### Signal wires by layer

Scale: 3 px per um. Two of the layers only.
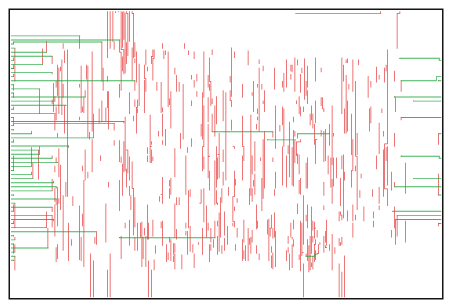
### I/O pins on the die edge

Scale: 3 px per um. Pins as bars across the die edge, other pins in gray.
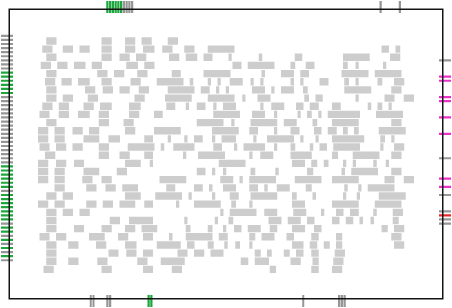
### src/rtl/sub_share_pkg.sv
// Shared defaults and the operand-stage payload for the shared subtractor arbiter.
package sub_share_pkg;

  localparam int SS_W   = 8;
  localparam int SS_N   = 4;
  localparam int SS_IDW = 2;

  typedef struct packed {
    logic [SS_W-1:0]   a;
    logic [SS_W-1:0]   b;
    logic              bin;
    logic [SS_IDW-1:0] id;
  } s1_payload_t;

endpackage

### src/rtl/sub_share_arbiter_rr.sv
// Round-robin arbiter: one-hot grant searching from ptr upward, ptr moves past the winner.
module rr_arbiter #(
  parameter int N   = 4,
  parameter int IDW = 2
) (
  input  logic           clk,
  input  logic           rst_n,
  input  logic           en,
  input  logic [N-1:0]   req,
  output logic [N-1:0]   grant,
  output logic [IDW-1:0] grant_id
);

  logic [IDW-1:0] ptr_q, ptr_d;

  always_comb begin : search
    logic found;
    int   idx;
    grant    = '0;
    grant_id = '0;
    found    = 1'b0;
    idx      = 0;
    for (int k = 0; k < N; k++) begin
      idx = int'(ptr_q) + k;
      if (idx >= N) idx = idx - N;
      if (en && !found && req[idx]) begin
        grant[idx] = 1'b1;
        grant_id   = IDW'(idx);
        found      = 1'b1;
      end
    end
  end

  // Every grant is an accept, so the pointer advances exactly when a grant is issued.
  always_comb begin
    ptr_d = ptr_q;
    if (|grant) begin
      ptr_d = (int'(grant_id) == N - 1) ? '0 : IDW'(int'(grant_id) + 1);
    end
  end

  always_ff @(posedge clk or negedge rst_n) begin
    if (!rst_n) ptr_q <= '0;
    else        ptr_q <= ptr_d;
  end

endmodule

### src/rtl/sub_share_arbiter.sv
// Shares one W-bit subtractor among N requesters: RR arbiter, operand stage, result stage.
module sub_share_arbiter
  import sub_share_pkg::*;
#(
  parameter int W   = SS_W,
  parameter int N   = SS_N,
  parameter int IDW = SS_IDW
) (
  input  logic           clk,
  input  logic           rst_n,
  input  logic           flush,
  input  logic [N-1:0]   req_valid,
  output logic [N-1:0]   req_ready,
  input  logic [N*W-1:0] req_a,
  input  logic [N*W-1:0] req_b,
  input  logic [N-1:0]   req_bin,
  output logic           rsp_valid,
  input  logic           rsp_ready,
  output logic [IDW-1:0] rsp_id,
  output logic [W-1:0]   rsp_diff,
  output logic           rsp_borrow,
  output logic           busy
);

  logic           s1_vld_q, s1_vld_d;
  s1_payload_t    s1_q, s1_d;
  logic           rsp_valid_q, rsp_valid_d;
  logic [IDW-1:0] rsp_id_q, rsp_id_d;
  logic [W-1:0]   rsp_diff_q, rsp_diff_d;
  logic           rsp_borrow_q, rsp_borrow_d;

  logic           s2_free, s1_free, arb_en;
  logic [N-1:0]   grant;
  logic [IDW-1:0] grant_id;
  logic [W:0]     sub_res;

  assign s2_free = !rsp_valid_q || rsp_ready;
  assign s1_free = !s1_vld_q || s2_free;
  // Gating with rst_n keeps req_ready low for the whole time reset is held.
  assign arb_en  = s1_free && !flush && rst_n;

  rr_arbiter #(.N(N), .IDW(IDW)) u_arb (
    .clk      (clk),
    .rst_n    (rst_n),
    .en       (arb_en),
    .req      (req_valid),
    .grant    (grant),
    .grant_id (grant_id)
  );

  assign sub_res = {1'b0, s1_q.a} - {1'b0, s1_q.b} - {{W{1'b0}}, s1_q.bin};

  always_comb begin
    s1_vld_d     = s1_vld_q;
    s1_d         = s1_q;
    rsp_valid_d  = rsp_valid_q;
    rsp_id_d     = rsp_id_q;
    rsp_diff_d   = rsp_diff_q;
    rsp_borrow_d = rsp_borrow_q;
    if (flush) begin
      s1_vld_d    = 1'b0;
      rsp_valid_d = 1'b0;
    end else begin
      if (s2_free) begin
        rsp_valid_d = s1_vld_q;
        if (s1_vld_q) begin
          rsp_id_d     = s1_q.id;
          rsp_diff_d   = sub_res[W-1:0];
          rsp_borrow_d = sub_res[W];
        end
      end
      if (|grant) begin
        s1_vld_d = 1'b1;
        s1_d.a   = req_a[int'(grant_id)*W +: W];
        s1_d.b   = req_b[int'(grant_id)*W +: W];
        s1_d.bin = req_bin[grant_id];
        s1_d.id  = grant_id;
      end else if (s2_free) begin
        s1_vld_d = 1'b0;
      end
    end
  end

  always_ff @(posedge clk or negedge rst_n) begin
    if (!rst_n) begin
      s1_vld_q     <= 1'b0;
      s1_q         <= '0;
      rsp_valid_q  <= 1'b0;
      rsp_id_q     <= '0;
      rsp_diff_q   <= '0;
      rsp_borrow_q <= 1'b0;
    end else begin
      s1_vld_q     <= s1_vld_d;
      s1_q         <= s1_d;
      rsp_valid_q  <= rsp_valid_d;
      rsp_id_q     <= rsp_id_d;
      rsp_diff_q   <= rsp_diff_d;
      rsp_borrow_q <= rsp_borrow_d;
    end
  end

  assign req_ready  = grant;
  assign rsp_valid  = rsp_valid_q;
  assign rsp_id     = rsp_id_q;
  assign rsp_diff   = rsp_diff_q;
  assign rsp_borrow = rsp_borrow_q;
  assign busy       = s1_vld_q || rsp_valid_q;

endmodule

### config.mk
export PLATFORM = sky130hd
export DESIGN_NAME = sub_share_arbiter
export DESIGN_NICKNAME = d
export VERILOG_FILES = /design/src/rtl/sub_share_pkg.sv /design/src/rtl/sub_share_arbiter_rr.sv /design/src/rtl/sub_share_arbiter.sv
export SDC_FILE = /design/constraint.sdc
export NUM_CORES = 1
export LEC_CHECK = 0
export CAP_MARGIN = 20
export CELL_PAD_IN_SITES_DETAIL_PLACEMENT = 2
export CELL_PAD_IN_SITES_GLOBAL_PLACEMENT = 2
export CORE_AREA = 8 8 136 88
export CTS_BUF_LIST = sky130_fd_sc_hd__clkbuf_8 sky130_fd_sc_hd__clkbuf_16
export DETAILED_ROUTE_END_ITERATION = 16
export DIE_AREA = 0 0 144 96
export HOLD_SLACK_MARGIN = 0.12
export PLACE_DENSITY_LB_ADDON = 0.1
export SYNTH_ARGS = -nofsm -noshare
export SYNTH_HDL_FRONTEND = slang
export SYNTH_SLANG_ARGS = --single-unit
### constraint.sdc
create_clock -name clk -period 7.6 [get_ports clk]
set_clock_uncertainty 0.1 [all_clocks]
set_input_delay 1.52 -clock clk [delete_from_list [all_inputs] [get_ports clk]]
set_output_delay 1.52 -clock clk [all_outputs]
set_load 0.005 [all_outputs]
==> impl_summary.log <==
[metrics] run summary
[metrics] NumNets Final: 480
[metrics] number of nets at floorplan: 392
[metrics] Most Used Layer, Global Route: met2
[metrics] number of antenna violations at the first check in global routing: 0
[metrics] met2 wirelength from detailed routing: 3420 um
[metrics] Post-CTS Resized: 0
[metrics] Max Buffers Root-to-Sink: 2
[metrics] sinks on the clock net: 34
[metrics] worst-case setup slack after placement: 2190 ps
[metrics] Dominant flop cell: dfrtp_1
[metrics] wire length of the first global-routing pass: 14,400 um
[metrics] cell count listed in synth_stat.txt: 292
[metrics] number of warning messages in the logs: 34
[metrics] die width: 144 um
[metrics] met3 GRT Util: 0.0654
[metrics] Comb gates: 220
[metrics] uppermost layer routed: met4
[metrics] boundary pin count: 93
[metrics] Clock Power Share: 0.167
[metrics] Num CTS Buffers: 5
[metrics] portion of total power attributed to sequential cells: 0.204
[metrics] Peak VDD IR: 0.000133 V
[metrics] Comb area share: 0.446
[metrics] sequential group power: 332 uW
[metrics] power group with the highest consumption: combinational cells
[metrics] final number of hold-violating endpoints: 0
[metrics] via/cell ratio: 4.64
[metrics] top-area cell type share of the netlist area: 0.294
[metrics] Flop area: 851 um2
[metrics] post-route fraction of the period consumed by the critical path: 0.713
[metrics] 1st-iter DRT viols: 116
[metrics] antenna cell count: 0
[metrics] total net switching power: 668 uW
[metrics] Port-buffer cells: 92
[metrics] maximum number of pins on one net before global-route repair: 38
[metrics] static leakage: 0.00197 uW
[metrics] seq_cells: 34
[metrics] Core Util at FP: 0.288
[metrics] Routed met3 length: 880 um
[metrics] Worst setup EP type: primary output
[metrics] startpoint of the worst register-to-register path: u_arb.ptr_q[0]$_DFFE_PN0P_
[metrics] mean post-synth cell area: 9.92 um2
[metrics] Buffers excl. clock: 94
[metrics] termination of the worst setup path: req_ready[3]
[metrics] TritonCTS clock tree: built
[metrics] RSZ-0062 raised after global routing: no
[metrics] reg2reg path depth: 8
[metrics] fraction of synthesis flops using an asynchronous set or reset pin: 1.00
[metrics] Placer Congestion: 0.797
[metrics] most repeated cell in the gate-level netlist after synthesis: nand2_1
[metrics] capturing point of the worst reg2reg path: s1_q[9]$_DFFE_PN0P_
[metrics] portion of the layout cell area used by non-clock buffers: 0.231
[metrics] status: finished, final reports clean
[metrics] Post-CTS Setup Inserts: 0
[metrics] Flops after synth: 34
[metrics] remaining global-route overflow: 0
[metrics] power per cell area: 398 nW/um2
[metrics] critical path start-end classification: primary input to primary output
[metrics] cell types with the largest area share after synthesis: dfrtp_1, mux2i_1, ha_1
[metrics] cell area after synthesis: 2900 um2
[metrics] maximum fanout along the worst path: 7
[metrics] worst relative slew slack: 0.288
[metrics] Max Transition Viols Final: 0
[metrics] most used cells in the layout excluding fill and tap cells: clkdlybuf4s50_1, nand2_1, mux2i_1, dfrtp_1, inv_1
[metrics] wl on met1: 4510 um
[metrics] post-detailed-route count of antenna-violating nets: 0
[metrics] Maximum Capacitance Violations: 0
[metrics] power in combinational cells: 1020 uW
[metrics] worst endpoint data arrival time: 3800 ps
[metrics] remaining routing DRC violations: 0
[metrics] inverters: 25
[metrics] iteration tally of the first detailed-router pass: 4
[metrics] drt total wl: 8850 um
[metrics] fraction of layout instances using a drive strength above 1: 0.139
## Picture notes: 'Signal wires by layer'
Key: green = metal 3 [wire length 881 um]; red = metal 2 [wire length 3,420 um]
routed wirelength normalized by instance count: 17.0 um
number of vias after detailed routing: 2,413
overall routing resource usage: 0.132

## Picture notes: 'I/O pins on the die edge'
Key: red = busy [pins 1, direction output, edge right]; magenta = rsp_diff [pins 8, direction output, edge right]; green = req_b [pins 32, direction input, edge 24 left, 6 top, 2 bottom]
All pins by edge: 56 left, 15 right, 12 top, 10 bottom.

## critical path, cell delays in order
cell and delay, ps:
clkdlybuf4s50_1 580, mux2i_1 150, mux2i_1 500, nor2b_1 210, a22oi_1 260, o22ai_1 110, clkdlybuf4s50_1 460
## through the flow
stage / area, um2 / instances
floorplan: 2900 / 292
global placement: 3860 / 511
detailed placement: 3880 / 512
finish: 4080 / 520
global route: 4080 / 520
CTS: 4080 / 520
## how the worst min path moves through the flow
| stage | cells after the start | slack, ps | start | end |
|---|---|---|---|---|
| final | 2 | 380 | rsp_diff[0]$_DFFE_PN0P_ | rsp_diff[0]$_DFFE_PN0P_ |
| after global routing | 2 | 410 | rsp_id[1]$_DFFE_PN0P_ | rsp_id[1]$_DFFE_PN0P_ |
| after CTS | 2 | 380 | s1_q[4]$_DFFE_PN0P_ | s1_q[4]$_DFFE_PN0P_ |
| after detailed placement | 2 | 370 | s1_q[4]$_DFFE_PN0P_ | s1_q[4]$_DFFE_PN0P_ |
| after global placement | 2 | 360 | rsp_id[0]$_DFFE_PN0P_ | rsp_id[0]$_DFFE_PN0P_ |
| after floorplan | 2 | 340 | s1_q[0]$_DFFE_PN0P_ | rsp_id[0]$_DFFE_PN0P_ |
## cells by family after synthesis
kind of cell             after synthesis  synth area share
buffers and inverters                 38            0.0804
multiplexers                          60             0.239
XOR/XNOR                               8            0.0242
AND-OR/OR-AND                         63             0.150
AND/OR/NAND/NOR                       65             0.104
flip-flops                            34             0.294
adder cells (fa/ha/maj)               24             0.109
## sequential cells by signal (all words and copies together), names as in the netlist
name	cells
rsp_borrow	1
u_arb.ptr_q	2
s1_q	19
s1_vld_q	1
rsp_diff	8
rsp_valid	1
rsp_id	2
Power is estimated from default activity; no workload was simulated.
